### src/rtl/tdm_pkg.sv
`default_nettype none
// +--------------------------------------------------------------------+
// | tdm_pkg : shared FSM encoding and sizing helpers for the TDM demux |
// | Revision: 1.0                                                      |
// +--------------------------------------------------------------------+
package tdm_pkg;

    localparam logic [0:0] ST_HUNT  = 1'b0;
    localparam logic [0:0] ST_RUN   = 1'b1;
    localparam int         N_CH_MIN = 2;

    // Width needed to hold 0..n-1, never below one bit.
    function automatic int clog2(input int n);
        int r;
        r = 1;
        for (int i = 1; i < 31; i++) begin
            if ((1 << i) < n) r = i + 1;
        end
        return r;
    endfunction

    function automatic bit n_ch_ok(input int n);
        return n >= N_CH_MIN;
    endfunction

endpackage
`default_nettype wire

### src/rtl/tdm_slot_counter.sv
`default_nettype none
// +--------------------------------------------------------------------+
// | tdm_slot_counter : modulo-N_CH slot counter, load-1 / clear / tc   |
// | Revision: 1.0                                                      |
// +--------------------------------------------------------------------+
module tdm_slot_counter #(
    parameter int N_CH = 2,
    parameter int SW   = 1
) (
    input  logic          clk,
    input  logic          rst_n,
    input  logic          inc_i,
    input  logic          load1_i,
    input  logic          clr_i,
    output logic [SW-1:0] slot_o,
    output logic          tc_o
);

    logic [SW-1:0] slot_q;
    logic [SW-1:0] slot_d;

    assign tc_o   = (slot_q == SW'(N_CH - 1));
    assign slot_o = slot_q;

    always_comb begin
        slot_d = slot_q;
        if (clr_i) begin
            slot_d = '0;
        end else if (load1_i) begin
            slot_d = SW'(1);
        end else if (inc_i) begin
            slot_d = tc_o ? '0 : slot_q + SW'(1);
        end
    end

    always_ff @(posedge clk or negedge rst_n) begin
        if (!rst_n) begin
            slot_q <= '0;
        end else begin
            slot_q <= slot_d;
        end
    end

endmodule
`default_nettype wire

### src/rtl/tdm_demux_n_ch.sv
`default_nettype none
// +--------------------------------------------------------------------+
// | tdm_demux_n_ch : TDM slot stream to parallel frame, with framing   |
// |                  error detection                                   |
// | Revision: 1.0                                                      |
// +--------------------------------------------------------------------+
module tdm_demux_n_ch
    import tdm_pkg::*;
#(
    parameter int N_CH = 2,
    parameter int W    = 1
) (
    input  logic                    clk,
    input  logic                    rst_n,
    input  logic                    en_i,
    input  logic                    sync_i,
    input  logic [W-1:0]            din_i,
    input  logic                    err_clr_i,
    output logic [N_CH*W-1:0]       out_o,
    output logic                    out_valid_o,
    output logic [clog2(N_CH)-1:0]  slot_o,
    output logic                    frame_err_o
);

    localparam int SW = clog2(N_CH);

    if (!n_ch_ok(N_CH)) begin : g_n_ch_check
        $error("tdm_demux_n_ch: N_CH must be at least 2");
    end

    logic [0:0]               state_q, state_d;
    logic [N_CH-2:0][W-1:0]   shadow_q, shadow_d;
    logic [N_CH*W-1:0]        out_q, out_d;
    logic                     valid_q, valid_d;
    logic                     err_q, err_d;
    logic                     err_set;
    logic                     cnt_inc, cnt_load1, cnt_clr;
    logic                     slot_tc;
    logic [SW-1:0]            slot;

    tdm_slot_counter #(
        .N_CH (N_CH),
        .SW   (SW)
    ) u_slot_counter (
        .clk     (clk),
        .rst_n   (rst_n),
        .inc_i   (cnt_inc),
        .load1_i (cnt_load1),
        .clr_i   (cnt_clr),
        .slot_o  (slot),
        .tc_o    (slot_tc)
    );

    always_comb begin
        state_d   = state_q;
        shadow_d  = shadow_q;
        out_d     = out_q;
        valid_d   = 1'b0;
        err_set   = 1'b0;
        cnt_inc   = 1'b0;
        cnt_load1 = 1'b0;
        cnt_clr   = 1'b0;
        if (en_i) begin
            if (state_q == ST_HUNT) begin
                if (sync_i) begin
                    shadow_d[0] = din_i;
                    cnt_load1   = 1'b1;
                    state_d     = ST_RUN;
                end
            end else if (sync_i) begin
                // A sync anywhere but slot 0 restarts the frame from this word.
                err_set     = (slot != '0);
                shadow_d[0] = din_i;
                cnt_load1   = 1'b1;
            end else if (slot == '0) begin
                err_set = 1'b1;
                cnt_clr = 1'b1;
                state_d = ST_HUNT;
            end else if (slot_tc) begin
                out_d   = {din_i, shadow_q};
                valid_d = 1'b1;
                cnt_inc = 1'b1;
            end else begin
                for (int k = 0; k < N_CH - 1; k++) begin
                    if (slot == SW'(k)) shadow_d[k] = din_i;
                end
                cnt_inc = 1'b1;
            end
        end
        err_d = err_set | (err_q & ~err_clr_i);
    end

    always_ff @(posedge clk or negedge rst_n) begin
        if (!rst_n) begin
            state_q  <= ST_HUNT;
            shadow_q <= '0;
            out_q    <= '0;
            valid_q  <= 1'b0;
            err_q    <= 1'b0;
        end else begin
            state_q  <= state_d;
            shadow_q <= shadow_d;
            out_q    <= out_d;
            valid_q  <= valid_d;
            err_q    <= err_d;
        end
    end

    assign out_o       = out_q;
    assign out_valid_o = valid_q;
    assign slot_o      = slot;
    assign frame_err_o = err_q;

endmodule
`default_nettype wire

### config.mk
export PLATFORM = sky130hd
export DESIGN_NAME = tdm_demux_n_ch
export DESIGN_NICKNAME = d
export VERILOG_FILES = /design/src/rtl/tdm_pkg.sv /design/src/rtl/tdm_slot_counter.sv /design/src/rtl/tdm_demux_n_ch.sv
export SDC_FILE = /design/constraint.sdc
export NUM_CORES = 1
export LEC_CHECK = 0
export CAP_MARGIN = 20
export CORE_AREA = 2 2 39 41
export DETAILED_ROUTE_END_ITERATION = 16
export DIE_AREA = 0 0 41 43
export SYNTH_ARGS = -nofsm -noshare
export SYNTH_HDL_FRONTEND = slang
export SYNTH_SLANG_ARGS = --single-unit
### constraint.sdc
create_clock -name clk -period 1.3 [get_ports clk]
set_clock_uncertainty 0.1 [all_clocks]
set_input_delay 0.26 -clock clk [delete_from_list [all_inputs] [get_ports clk]]
set_output_delay 0.26 -clock clk [all_outputs]
set_load 0.03 [all_outputs]
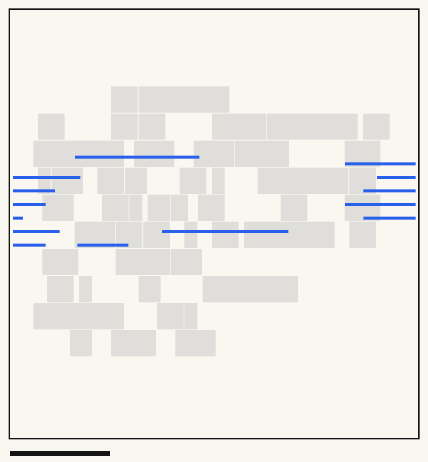
(run_1/layer_met3.png)
Bar = 10 um. Cells faint in the background.
- longest straight run: 12.4 um
- wire length on this layer: 77.9 um
met3 track utilization from global routing: 0.09424
Vias: 281
final wirelength: 677 um

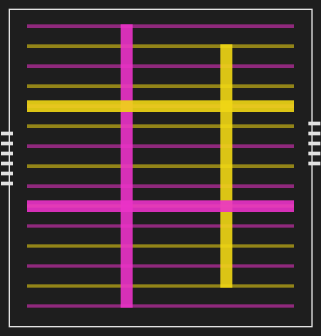
(run_1/power_grid.png)
Pins as bars on the die edge.
- magenta: VSS
- yellow: VDD
- rows: 14
- met4 straps: 2
- signal pins: 11
area of the core region: 1384 um^2
vertical extent of the die: 43 um
horizontal die size: 41 um
worst-case vdd ir drop: 0.0008561 V

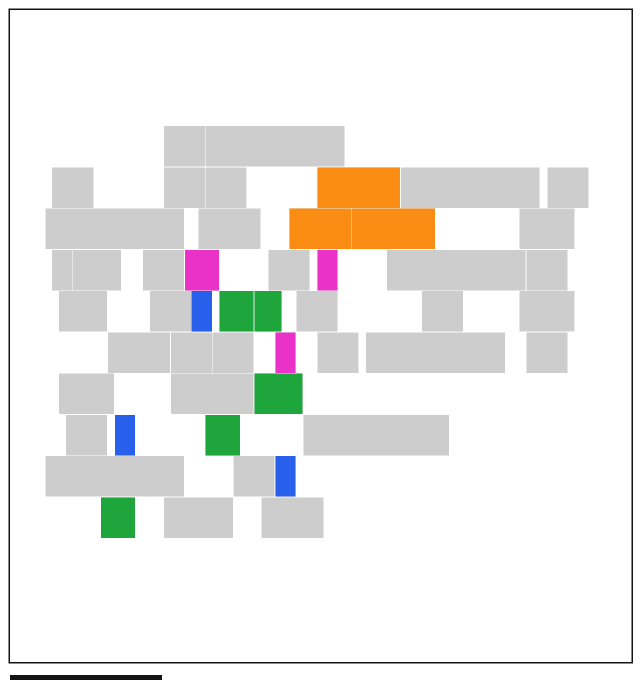
(run_1/logic_types.png)
Bar = 10 um.
- green: inverting AOI/OAI gates (cells 5; most used a31oi_1)
- orange: multiplexers (cells 3; most used mux2_4)
- blue: inverters (cells 3; most used inv_2)
- magenta: NAND gates (cells 3; most used nand2_1)
non-filler instance count after layout: 65
logic share of the area: 0.2640

==> results.toml, run 1 <==
# synthesis and place-and-route metrics
[floorplan]
design.portCount = 11
die-area_um2 = 1763
fp-row-count = 14

[status]
status = "finished with violations"
failing_checks = "setup timing"

[power_and_ir_drop]
seq_cell_power_w = 0.000354
power_frac_comb = 0.525
clk-power_w = 0.000201
power.net_switching_w = 0.0004189
total_leakage_power_nw = 0.2684

[grt]
total_global_route_track_usage = 0.1112
wire_length_of_the_first_global_routing_pass_um = 1179
antenna_found_initial = 0

[logic_synthesis]
logic_family = "multiplexers"
netlist_instances = 26
fp_nets = 34
synth.yosys.seq_area_share = 0.5385
syn_area_per_cell_um2 = 12.51

[placed_design]
dp.cells = 58
placement_stage_cell_area_um2 = 479.2

[sta]
final-setup-viol-count = 2
worst_slew_pin_slew_ns = 0.3441
finalHoldViolations = 0
setup_slack_ns = -0.02634
worst_hold_slack_ns = 0.1754

[critical_path]
timing.critical_path.from = "u_slot_counter.slot_o$_DFFE_PN0P_"
crit_path_start_kind = "flop"

[final_layout]
drive_gt1_frac = 0.5510
multiInputCombCellCount = 16
layout.cell_area.non_filler_um2 = 535.5

[clock_network]
ctsHtreeMaxLevel = 1
==> run_1/layer_met1.png <==
Bar = 10 um. Supply wires on this layer in gray.
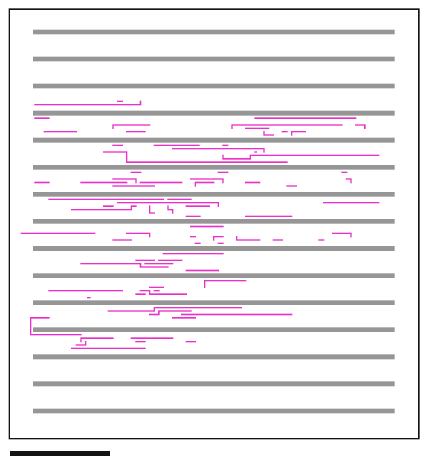

==> run 2: changes to the inputs <==
SYNTH_HIERARCHICAL = 1   (was unset)
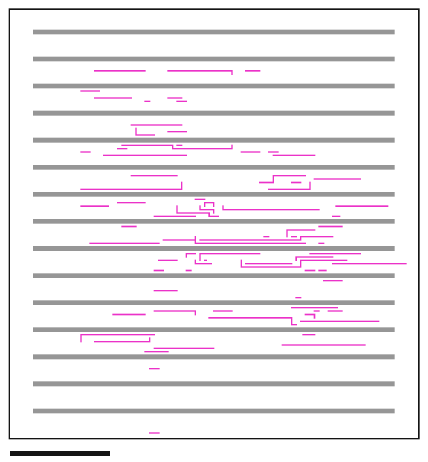
(run_2/layer_met1.png)
Bar = 10 um. Supply wires on this layer in gray.
- longest straight run: 11.0 um
- nets with wire on the layer: 44
final wirelength: 608 um
Vias: 248
GR Layer Usage met1: 0.09396

==> run 2 against run 1 <==
Compared with the run above: the run now ends clean; maximum frequency grew 6.7%; largest cell class unchanged; worst setup slack improved by 0.083 ns; first-iteration DRC count stayed put; sequential share of layout area rose by 1.8 points; critical endpoint is now u_slot_counter/slot_o$_DFFE_PN0P_; register-to-register slack better by 0.08 ns; final cell count down 4.6%.
==> results.toml, run 2 <==
# synthesis and place-and-route metrics
[clock_network]
ctsHtreeMaxLevel = 1

[power_and_ir_drop]
worst_ir_drop_vdd_v = 0.0006881
power_density_nw_per_um2 = 2077
total_leakage_power_nw = 0.2543
clk-power_w = 0.000193
seq_cell_power_w = 0.000365
power.net_switching_w = 0.0003961
power_frac_comb = 0.471

[logic_synthesis]
synth.area.top_cells = "sky130_fd_sc_hd__dfrtp_1, sky130_fd_sc_hd__mux2_2, sky130_fd_sc_hd__ha_1, sky130_fd_sc_hd__nor3_4, sky130_fd_sc_hd__and3_2"
synth.yosys.seq_area_share = 0.5283
fp_nets = 36
syn_area_per_cell_um2 = 11.84

[sta]
worst_hold_slack_ns = 0.1691
worst_slew_pin_slew_ns = 0.3096
finalHoldViolations = 0
rsz0062_at_grt = "false"
setup_slack_ns = 0.05638
final-setup-viol-count = 0

[critical_path]
r2r_slack_ns = 0.06
timing.critical_path.from = "u_slot_counter/slot_o$_DFFE_PN0P_"
crit_path_start_kind = "flop"

[grt]
antenna_found_initial = 0
total_global_route_track_usage = 0.08037
wire_length_of_the_first_global_routing_pass_um = 910
met3_track_utilization_from_global_routing = 0.03141

[final_layout]
final_cell_count_no_fill = 62
layout.cell_area.non_filler_um2 = 508.0
multiInputCombCellCount = 16
drive_gt1_frac = 0.4783
ff_latch_area_um2 = 176.4

[placed_design]
dp.cells = 57
placement_stage_cell_area_um2 = 462.9

[status]
status = "completed"

[floorplan]
design.core.area_um2 = 1384
die_height_um = 43
design.portCount = 11
fp-row-count = 14
floorplan.die.width_um = 41

[route]
drt-pass1-iter-count = 2
via_per_inst = 4.000
met2_wirelength_um = 278
Power and IR drop assume default switching activity.
